`config.mk`:
```
export PLATFORM = sky130hd
export DESIGN_NAME = data_delay_mc
export DESIGN_NICKNAME = d
export VERILOG_FILES = /design/src/rtl/data_delay_pkg.sv /design/src/rtl/data_delay_ram.sv /design/src/rtl/data_delay_mc.sv
export SDC_FILE = /design/constraint.sdc
export NUM_CORES = 1
export LEC_CHECK = 0
export CAP_MARGIN = 20
export CORE_UTILIZATION = 61
export DETAILED_ROUTE_END_ITERATION = 12
export PLACE_DENSITY_LB_ADDON = 0.15
export SLEW_MARGIN = 10
export SYNTH_ARGS = -nofsm -noshare
export SYNTH_HDL_FRONTEND = slang
export SYNTH_SLANG_ARGS = --single-unit
```
`constraint.sdc`:
```
create_clock -name clk_in -period 5.9 [get_ports clk_in]
set_clock_uncertainty 0.1 [all_clocks]
set_input_delay 1.18 -clock clk_in [delete_from_list [all_inputs] [get_ports clk_in]]
set_output_delay 1.18 -clock clk_in [all_outputs]
set_load 0.01 [all_outputs]
```
`src/rtl/data_delay_pkg.sv`:
```
// data_delay_pkg: shared state encoding and width helpers for the data_delay_mc delay line
package data_delay_pkg;
  typedef enum logic [1:0] {IDLE = 2'd0, FILL = 2'd1, RUN = 2'd2} state_e;
  function automatic int dd_clog2(input int n);
    int r = 0;
    while ((1 << r) < n) r++;
    return r;
  endfunction
  function automatic int dd_sum_w(input int bus_len, input int addr_w);
    return bus_len + addr_w + 1;
  endfunction
endpackage

```
`src/rtl/data_delay_ram.sv`:
```
// data_delay_ram: simple dual-port sample buffer, synchronous write, read-before-write
module data_delay_ram
  import data_delay_pkg::*;
#(
  parameter int W = 32,
  parameter int DEPTH = 32,
  localparam int AW = dd_clog2(DEPTH)
) (
  input  logic          clk,
  input  logic          we,
  input  logic [AW-1:0] wr_addr,
  input  logic [W-1:0]  wr_data,
  input  logic [AW-1:0] rd_addr,
  output logic [W-1:0]  rd_data
);
  logic [W-1:0] mem [DEPTH];
  always_ff @(posedge clk)
    if (we) mem[wr_addr] <= wr_data;
  // Read sees the old entry when rd_addr == wr_addr in the same cycle
  assign rd_data = mem[rd_addr];
endmodule

```
`src/rtl/data_delay_mc.sv`:
```
// data_delay_mc: multi-channel runtime-programmable sample delay line with fill tracking.
// Define DATA_DELAY_MAVG_EN to build the per-channel windowed running sum on sum_out.
module data_delay_mc
  import data_delay_pkg::*;
#(
  parameter int BUS_LENGTH = 16,
  parameter int NUM_CH = 2,
  parameter int MAX_DELAY = 32,
  localparam int ADDR_W = dd_clog2(MAX_DELAY),
  localparam int SUM_W = dd_sum_w(BUS_LENGTH, ADDR_W)
) (
  input  logic                         clk_in,
  input  logic                         rst_n,
  input  logic [NUM_CH*BUS_LENGTH-1:0] data_in,
  input  logic                         data_valid_in,
  input  logic [ADDR_W:0]              delay_in,
  output logic [NUM_CH*BUS_LENGTH-1:0] data_out,
  output logic                         data_valid_out,
  output logic                         primed_out,
  output logic [NUM_CH*SUM_W-1:0]      sum_out
);
  localparam int W = NUM_CH * BUS_LENGTH;
  localparam logic [ADDR_W:0] DMAX = (ADDR_W + 1)'(MAX_DELAY);
  localparam logic [ADDR_W:0] DONE = (ADDR_W + 1)'(1);
  state_e state_q, state_d;
  logic [ADDR_W:0] delay_q, delay_d, fill_q, fill_d, d_req;
  logic [ADDR_W-1:0] wr_ptr_q, wr_ptr_d, rd_addr;
  logic [W-1:0] data_q, data_d, rd_data;
  logic valid_q, primed_q, primed_d, chg;
  data_delay_ram #(.W(W), .DEPTH(MAX_DELAY)) u_ram (
    .clk(clk_in),
    .we(data_valid_in),
    .wr_addr(wr_ptr_q),
    .wr_data(data_in),
    .rd_addr(rd_addr),
    .rd_data(rd_data)
  );
  always_comb begin
    d_req = delay_in == '0 ? DONE : (delay_in > DMAX ? DMAX : delay_in);
    chg = data_valid_in && d_req != delay_q;
    rd_addr = wr_ptr_q - delay_q[ADDR_W-1:0];
    state_d = state_q;
    fill_d = fill_q;
    delay_d = delay_q;
    wr_ptr_d = wr_ptr_q;
    data_d = data_q;
    primed_d = primed_q;
    if (data_valid_in) begin
      wr_ptr_d = wr_ptr_q + ADDR_W'(1);
      delay_d = d_req;
      // A restart (delay change or first sample) counts as the first fill sample
      fill_d = (chg || state_q == IDLE) ? DONE : fill_q + (ADDR_W + 1)'(fill_q != d_req);
      primed_d = !chg && state_q == RUN;
      data_d = primed_d ? rd_data : '0;
      state_d = fill_d == d_req ? RUN : FILL;
    end
  end
  always_ff @(posedge clk_in or negedge rst_n)
    if (!rst_n) begin
      state_q <= IDLE;
      fill_q <= '0;
      delay_q <= DONE;
      wr_ptr_q <= '0;
      data_q <= '0;
      valid_q <= 1'b0;
      primed_q <= 1'b0;
    end else begin
      state_q <= state_d;
      fill_q <= fill_d;
      delay_q <= delay_d;
      wr_ptr_q <= wr_ptr_d;
      data_q <= data_d;
      valid_q <= data_valid_in;
      primed_q <= primed_d;
    end
  assign data_out = data_q;
  assign data_valid_out = valid_q;
  assign primed_out = primed_q;
`ifdef DATA_DELAY_MAVG_EN
  for (genvar c = 0; c < NUM_CH; c++) begin : g_acc
    logic signed [BUS_LENGTH-1:0] x, xd;
    logic signed [SUM_W-1:0] acc_q, acc_d, sub;
    always_comb begin
      x = data_in[c*BUS_LENGTH +: BUS_LENGTH];
      xd = rd_data[c*BUS_LENGTH +: BUS_LENGTH];
      sub = primed_d ? SUM_W'(xd) : SUM_W'(0);
      acc_d = !data_valid_in ? acc_q : (chg ? SUM_W'(x) : acc_q + SUM_W'(x) - sub);
    end
    always_ff @(posedge clk_in or negedge rst_n)
      if (!rst_n) acc_q <= '0;
      else acc_q <= acc_d;
    assign sum_out[c*SUM_W +: SUM_W] = acc_q;
  end
`else
  assign sum_out = '0;
`endif
endmodule

```
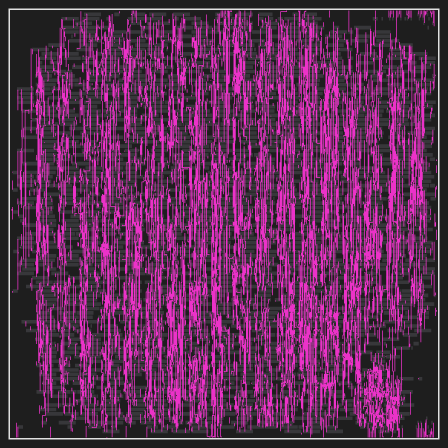
(run_1/layer_met2.png)
Cells faint in the background.
share of all routed wire: 49%
main direction: vertical
vias: 20,100
Post-Route WL: 94,200 um
met2 Use GR: 44.1%

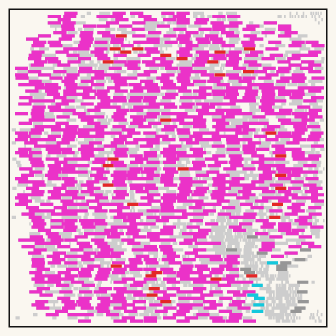
(run_1/flops_by_reg.png)
Other sequential cells in the stronger gray, the rest of the logic in the fainter gray.
legend:
  red:
    name_in_the_netlist: `data_out`
    flops: 32
  cyan:
    name_in_the_netlist: `delay_q`
    flops: 6
    where: bottom right
  magenta:
    name_in_the_netlist: `u_ram.mem`
    flops: 1,024
    where: widely spread
not colored: 15
sequential cell area: 32,100 um^2
seq pwr: 9.01 mW
final core occ: 70.2%
Seq/total area: 66.6%

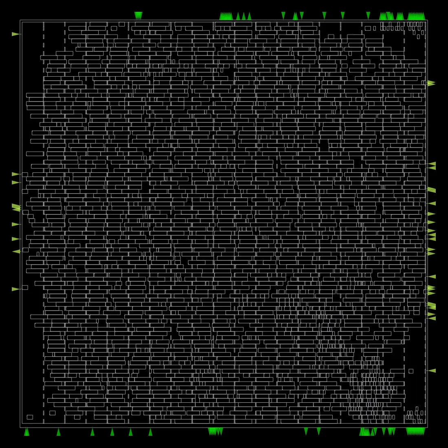
(run_1/placement.png)
Final Non-Filler Cells: 3,134
area of the core: 68,600 um^2
Tapcells: 931

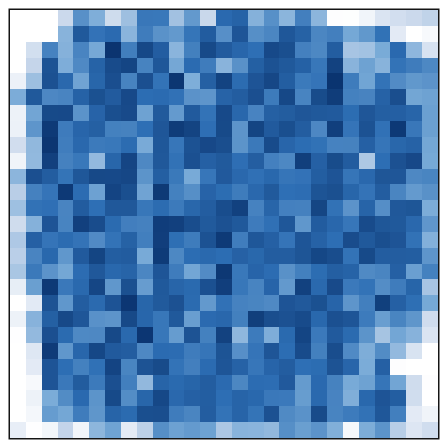
(run_1/cell_density.png)
27 x 27 tiles, from white (low) to dark blue (high), 0 to 100% covered.
mean over tiles: 67%
fullest tile: 98%
tiles over 75% full: 46%
nearly empty tiles: 3.4%
FP Util: 61.6%

==> flow_metrics.env, run 1 <==
# physical design summary
export IMPL_outcome="completed"
export IMPL_dpl_hpwl_um=51100
export IMPL_ys_area_um2=42300
export IMPL_die_area_um2=70300
export IMPL_hold_viol_final=0
export IMPL_top_cell_area_share_pct=72.8
export IMPL_dieHeight_um=265
export IMPL_crit_slowest_cell="clkdlybuf4s50_1"
export IMPL_dpl_worst_slack_ns=1.11
export IMPL_insertion_delay_ns=0.66
export IMPL_globalRoute_busiestLayer="met2"
export IMPL_drive_gt1_share_pct=24.6
export IMPL_power_density_nw_per_um2=496
export IMPL_stdcell_area_um2=48200
export IMPL_synthMostInstantiatedCell="edfxtp_1"
export IMPL_root_buffer="clkbuf_16"
export IMPL_netlist_area_um2=42300
export IMPL_post_route_drc_count=0
export IMPL_synth_cell_type_count=54
export IMPL_cts_hold_buf=0
export IMPL_rr_startpoint="delay_q[0]"
export IMPL_syn_area_per_cell_um2=21.6
export IMPL_use_met1_pct=40.0
export IMPL_place_area_um2=44500
export IMPL_rsz0062_at_grt="no"
export IMPL_io_buffers=74
export IMPL_areaGrowthSynthToFinish_pct=14.0
export IMPL_top_register="u_ram.mem"
export IMPL_numClockSinks=1077
export IMPL_slew_headroom_pct=21.9
-- run 1: cells by family (layout without fill, tap and decap cells) --
group | count (synthesis) | in the layout | synth area share (%)
other | 1 | 44 | 0.00887
flip-flops | 1077 | 1077 | 75.9
AND-OR/OR-AND | 109 | 109 | 1.73
adder cells (fa/ha/maj) | 11 | 11 | 0.343
multiplexers | 451 | 451 | 18.3
buffers and inverters | 190 | 396 | 2.24
XOR/XNOR | 17 | 17 | 0.370
AND/OR/NAND/NOR | 98 | 98 | 1.14
-- run 1: placed cells by master (no fill, tap or decap), types with 19 or more instances in the layout --
cell type,count
a22oi_1,32
inv_1,47
edfxtp_1,1024
nor2_4,19
mux4_2,256
clkdlybuf4s50_1,72
o21ai_0,39
clkinv_2,25
conb_1,44
clkinv_1,24
clkbuf_16,109
buf_4,50
dfrtp_1,52
mux2i_1,193
-- run 1: area by class of cell --
class | instances | area, um^2
clock buffer | 132 | 2880
clock inverter | 65 | 576
timing repair buffer | 152 | 1640
multi-input combinational | 730 | 9660
inverter | 47 | 176
fill | 4124 | 20400
sequential | 1077 | 32100
tap | 931 | 1160
-- run 1: metal layers --
layer | vias to the layer above | part of all wire [%]
li1 | 8331 | -
met1 | 10700 | 41
met2 | 950 | 49
met3 | 127 | 8.3
met4 | 6 | 1.9
met5 | - | 0.044
-- run 1: worst register-to-register path: stages (launching register included) --
cell and delay [ns]:
dfstp_2 0.60, ha_4 0.14, inv_1 0.06, fa_4 1.22, buf_12 0.48, mux4_2 0.43
mux2i_1 0.29, mux2i_1 0.13, a22oi_1 0.24, o21ai_0 0.14
-- run 1: report_power, final --
part | internal, mW | switching [mW] | leakage [nW]
combinational | 3.78 | 4.45 | 4.16
sequential | 8.85 | 0.155 | 9.93
clock | 3.89 | 2.78 | 1.71
==> run_1/layer_met1.png <==
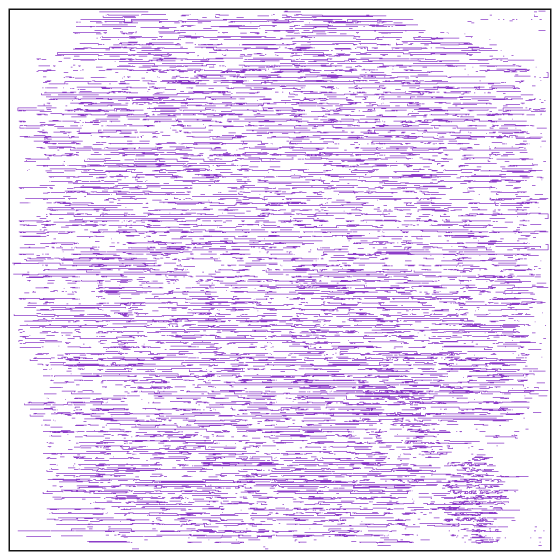

==> inputs of run 2 (changes only) <==
==> constraint.sdc (replaced) <==
create_clock -name clk_in -period 4.2 [get_ports clk_in]
set_clock_uncertainty 0.1 [all_clocks]
set_input_delay 0.84 -clock clk_in [delete_from_list [all_inputs] [get_ports clk_in]]
set_output_delay 0.84 -clock clk_in [all_outputs]
set_load 0.01 [all_outputs]
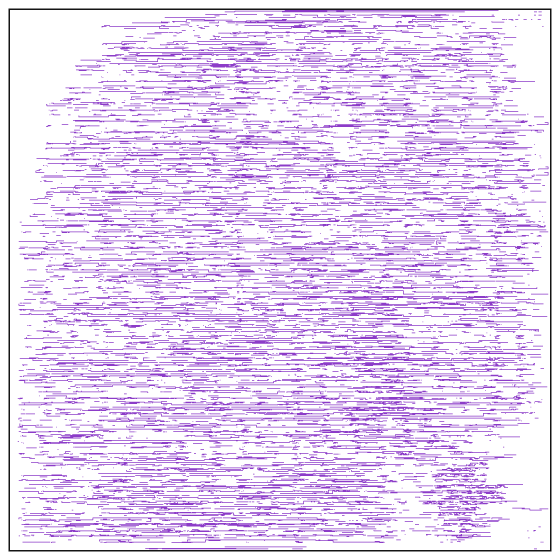
(run_2/layer_met1.png)
longest straight run: 108 um
share of all routed wire: 40%
wire length on this layer: 38.2 mm
met1 Use GR: 40.1%
vias: 20,300

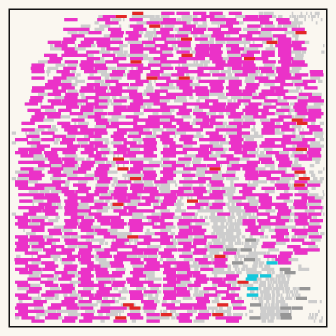
(run_2/flops_by_reg.png)
Other sequential cells in the stronger gray, the rest of the logic in the fainter gray.
legend:
  cyan:
    name_in_the_netlist: `delay_q`
    flops: 6
    where: bottom right
  red:
    name_in_the_netlist: `data_out`
    flops: 32
  magenta:
    name_in_the_netlist: `u_ram.mem`
    flops: 1,024
    where: widely spread
not colored: 15
Seq/total area: 66.5%
seq pwr: 12.6 mW
final core occ: 70.4%

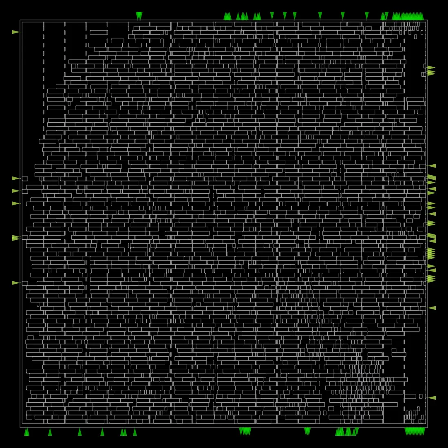
(run_2/placement.png)
Flops: 1,077
Final Non-Filler Cells: 3,145
# fillers: 4,096
Row Count: 96

==> run 2 against run 1 <==
  * Setup slack worse by 1.2 ns
  * Critical path depth down 1
  * Final cell count up 0.35%
  * Critical path type unchanged
==> flow_metrics.env, run 2 <==
# physical design summary
export IMPL_outcome="completed"
export IMPL_reg2reg_slack_ns=0.49
export IMPL_mostFrequentLayoutCell="edfxtp_1"
export IMPL_dieHeight_um=265
export IMPL_grtUsageMet2_pct=44.9
export IMPL_final_layout_top_logic_cells="1,024 x edfxtp_1, 256 x mux4_2, 193 x mux2i_1"
export IMPL_hold_viol_final=0
export IMPL_drive_gt1_share_pct=24.6
export IMPL_synthTopCellsByCount="1,024 x edfxtp_1, 256 x mux4_2, 193 x mux2i_1"
export IMPL_crit_slowest_cell="clkdlybuf4s50_1"
export IMPL_hold_class="in2async"
export IMPL_synthMostInstantiatedCell="edfxtp_1"
export IMPL_p_sw_share_pct=30.9
export IMPL_insertion_delay_ns=0.67
export IMPL_globalRoute_busiestLayer="met2"
export IMPL_slew_headroom_pct=25.9
export IMPL_ir_drop_v=0.00105
export IMPL_end_kind="register"
export IMPL_top_register="u_ram.mem"
export IMPL_top_cell_area_share_pct=72.8
export IMPL_numClockSinks=1077
export IMPL_nets=2176
export IMPL_power_density_nw_per_um2=696
export IMPL_grt_max_degree=69
export IMPL_dpl_worst_slack_ns=-0.0457
export IMPL_power_frac_clock_pct=27.2
export IMPL_p_int_mw=23.2
export IMPL_die_area_um2=70300
export IMPL_core_um2=68600
export IMPL_wirelength_um=95900
export IMPL_netlist_area_um2=42300
export IMPL_rr_startpoint="wr_ptr_q[0]"
export IMPL_syn_area_per_cell_um2=21.6
export IMPL_fp_util_pct=61.6
export IMPL_io_buffers=74
export IMPL_cts_hold_buf=0
export IMPL_rsz0062_at_grt="no"
export IMPL_areaGrowthSynthToFinish_pct=14.2
export IMPL_synth_cell_type_count=54
export IMPL_fin_tns_setup_ns=0
export IMPL_post_route_drc_count=0
export IMPL_p_switching_mw=10.4
export IMPL_seqPwrFrac_pct=37.5
export IMPL_dpl_hpwl_um=50600
export IMPL_timing_final_crit_share_pct=88.8
export IMPL_clkTransAtPathRegs_ns=0.06
export IMPL_ys_area_um2=42300
export IMPL_largest_area_cell="edfxtp_1"
export IMPL_fin_total_pwr_mw=33.6
run 2: worst max-delay path by stage:
| stage | startpoint | to | depth (start not counted) |
|---|---|---|---|
| floorplan | data_valid_in | u_ram.mem[14][0] | 4 |
| global placement | delay_in[2] | state_q[1] | 14 |
| detailed placement | delay_in[1] | state_q[1] | 13 |
| CTS | wr_ptr_q[0] | data_out[3] | 11 |
| global route | delay_in[1] | state_q[1] | 13 |
| finish | delay_in[1] | state_q[1] | 13 |
run 2: layer usage:
metal | part of all wire (%) | up-vias | routed length, um
met4 | 2.9 | 4 | 2810
met1 | 40 | 10800 | 38200
met3 | 8.1 | 187 | 7820
li1 | - | 8346 | -
met5 | 0.019 | - | 18
met2 | 49 | 985 | 47000
run 2: per-stage QoR:
step	hold WS (ns)	utilization (%)	cell area [um^2]
after global placement	0.405	65.5	44900
final	0.102	70.4	48300
after global routing	0.116	70.4	48300
after detailed placement	0.401	65.5	44900
after CTS	0.0968	70.4	48300
after floorplan	0.393	-	42400
run 2: power groups by stage:
stage	logic (mW)	registers [mW]	clock network [mW]
4_1_cts	12.0	12.6	9.25
2_1_floorplan	8.47	12.8	0
3_3_place_gp	11.8	12.8	0
3_5_place_dp	12.0	12.8	0
6_report	11.9	12.6	9.14
5_1_grt	12.6	12.6	9.65
run 2: final cells by class:
class                      count  area [um^2]  share of cell area (%)
antenna                        1         2.50                 0.00518
clock buffer                 153         2920                    6.04
clock inverter                42          432                   0.894
inverter                      47          176                   0.365
multi-input combinational    730         9680                    20.1
sequential                  1077        32100                    66.5
tap                          931         1160                    2.41
timing repair buffer         164         1810                    3.76
run 2: logic make-up after synthesis:
kind of cell	synth area share (%)
compound gates	1.73
xor+xnor	0.370
fa+ha+maj	0.343
buf+inv	2.24
flops	75.9
mux	18.3
other cells	0.00887
simple gates	1.14
==> inputs of run 3 (changes only) <==
--- a/config.mk
+++ b/config.mk
@@ -5,9 +5,10 @@
 export SDC_FILE = /design/constraint.sdc
 export NUM_CORES = 1
 export LEC_CHECK = 0
-export CAP_MARGIN = 20
+export CAP_MARGIN = 30
 export CORE_UTILIZATION = 61
 export DETAILED_ROUTE_END_ITERATION = 12
+export GPL_ROUTABILITY_DRIVEN = 1
 export PLACE_DENSITY_LB_ADDON = 0.15
 export SLEW_MARGIN = 10
 export SYNTH_ARGS = -nofsm -noshare
==> run 3 against run 2 <==
  * Non-clock buffer count up 25
  * Hold slack better by 0.0053 ns
  * Highest routed layer unchanged
  * Largest power group unchanged
  * Sequential cell count unchanged
  * Core utilization up 0.55 points
  * Setup slack worse by 0.017 ns
  * Routed wire length up 0.25%
  * Sequential share of layout area down 0.51 points
  * Combinational power about the same
  * Critical path depth unchanged
==> flow_metrics.env, run 3 <==
# physical design summary
export IMPL_fin_tns_setup_ns=0
export IMPL_timing_final_crit_share_pct=89.2
export IMPL_syn_area_per_cell_um2=21.6
export IMPL_dieHeight_um=265
export IMPL_ir_drop_v=0.00105
export IMPL_power_density_nw_per_um2=691
export IMPL_fin_total_pwr_mw=33.6
export IMPL_dpl_worst_slack_ns=-0.0457
export IMPL_hold_class="in2async"
export IMPL_top_register="u_ram.mem"
export IMPL_clkTransAtPathRegs_ns=0.06
export IMPL_crit_slowest_cell="clkdlybuf4s50_1"
export IMPL_core_um2=68600
export IMPL_numClockSinks=1077
export IMPL_dpl_hpwl_um=50600
export IMPL_grt_max_degree=69
export IMPL_post_route_drc_count=0
export IMPL_ys_area_um2=42300
export IMPL_die_area_um2=70300
export IMPL_top_cell_area_share_pct=72.8
export IMPL_areaGrowthSynthToFinish_pct=15.1
export IMPL_reg2reg_slack_ns=0.52
export IMPL_slew_headroom_pct=33.6
export IMPL_netlist_area_um2=42300
export IMPL_outcome="completed"
export IMPL_end_kind="register"
export IMPL_largest_area_cell="edfxtp_1"
export IMPL_root_buffer="clkbuf_16"
export IMPL_nets=2201
export IMPL_rows=96
export IMPL_drive_gt1_share_pct=25.4
export IMPL_stdcell_area_um2=48600
## run 3: cell counts after synthesis
No cell type changed its count.
## run 3: kinds of logic after synthesis
kind of cell	share of synthesized area, %
AND/OR/NAND/NOR	1.14
AND-OR/OR-AND	1.73
adder cells (fa/ha/maj)	0.343
flip-flops	75.9
buffers and inverters	2.24
multiplexers	18.3
XOR/XNOR	0.370
other	0.00887
## run 3: worst max-delay path by stage
stage | cells past startpoint | slack, ns | to | from
floorplan | 4 | -0.21 | u_ram.mem[14][0] | data_valid_in
global placement | 14 | 0.12 | state_q[1] | delay_in[2]
detailed placement | 13 | -0.05 | state_q[1] | delay_in[1]
CTS | 11 | 0.49 | data_out[3] | wr_ptr_q[0]
global route | 13 | 0.22 | state_q[1] | delay_in[1]
finish | 13 | 0.45 | state_q[1] | delay_in[1]
## run 3: worst reg2reg max path, delay by kind of cell (launching register included)
kind / cells / cell delay [ns]
buffers and inverters: 4 / 0.88
adders and majority gates: 2 / 1.13
AOI/OAI and AO/OA: 2 / 0.26
DFF: 1 / 0.43
muxes: 3 / 0.70
## run 3: per-layer routing
layer / part of all wire, % / GRT usage (%) / wire, um
met1: 39 / 40.1 / 37900
met2: 49 / 44.9 / 47300
met3: 8.4 / 4.94 / 8120
met4: 2.9 / 9.20 / 2810
met5: 0.019 / 0 / 18
## run 3: cell type report
class                           instances  area share [%]
Tap cell                              931            2.39
Antenna cell                            1         0.00514
Timing Repair Buffer                  189            4.50
Clock buffer                          153            6.00
Multi-Input combinational cell        730            19.9
Sequential cell                      1077            65.9
Inverter                               47           0.363
Clock inverter                         42           0.887
## run 3: report_power, final
| part | switching, mW | internal, mW | total (mW) |
|---|---|---|---|
| clock network | 3.87 | 5.26 | 9.13 |
| registers | 0.166 | 12.4 | 12.6 |
| logic | 6.33 | 5.58 | 11.9 |
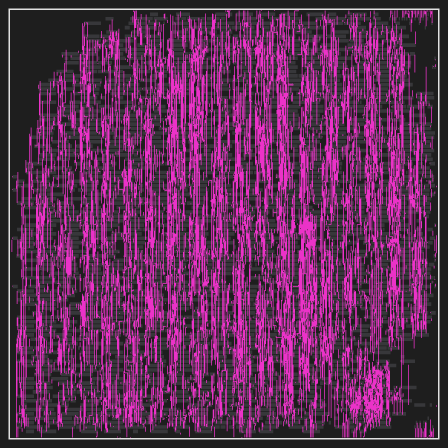
(run_3/layer_met2.png)
Cells faint in the background.
main direction: vertical
nets with wire on the layer: 1,989
share of all routed wire: 49%
met2 Use GR: 44.9%
Post-Route WL: 96,200 um
vias: 20,400

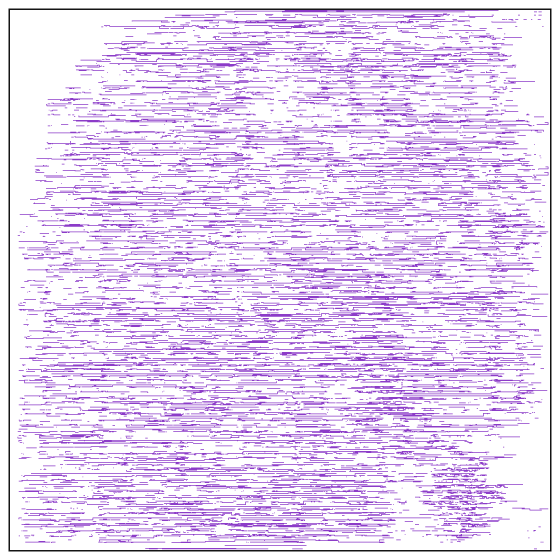
(run_3/layer_met1.png)
main direction: horizontal
share of all routed wire: 39%

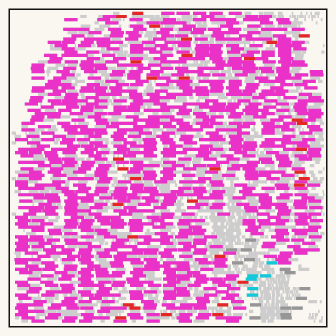
(run_3/flops_by_reg.png)
Other sequential cells in the stronger gray, the rest of the logic in the fainter gray.
legend:
  magenta:
    name_in_the_netlist: `u_ram.mem`
    flops: 1,024
    where: widely spread
  cyan:
    name_in_the_netlist: `delay_q`
    flops: 6
    where: bottom right
  red:
    name_in_the_netlist: `data_out`
    flops: 32
not colored: 15
final core occ: 70.9%
Seq/total area: 65.9%

Power figures rest on the tool's default switching activity, not on a simulated workload.
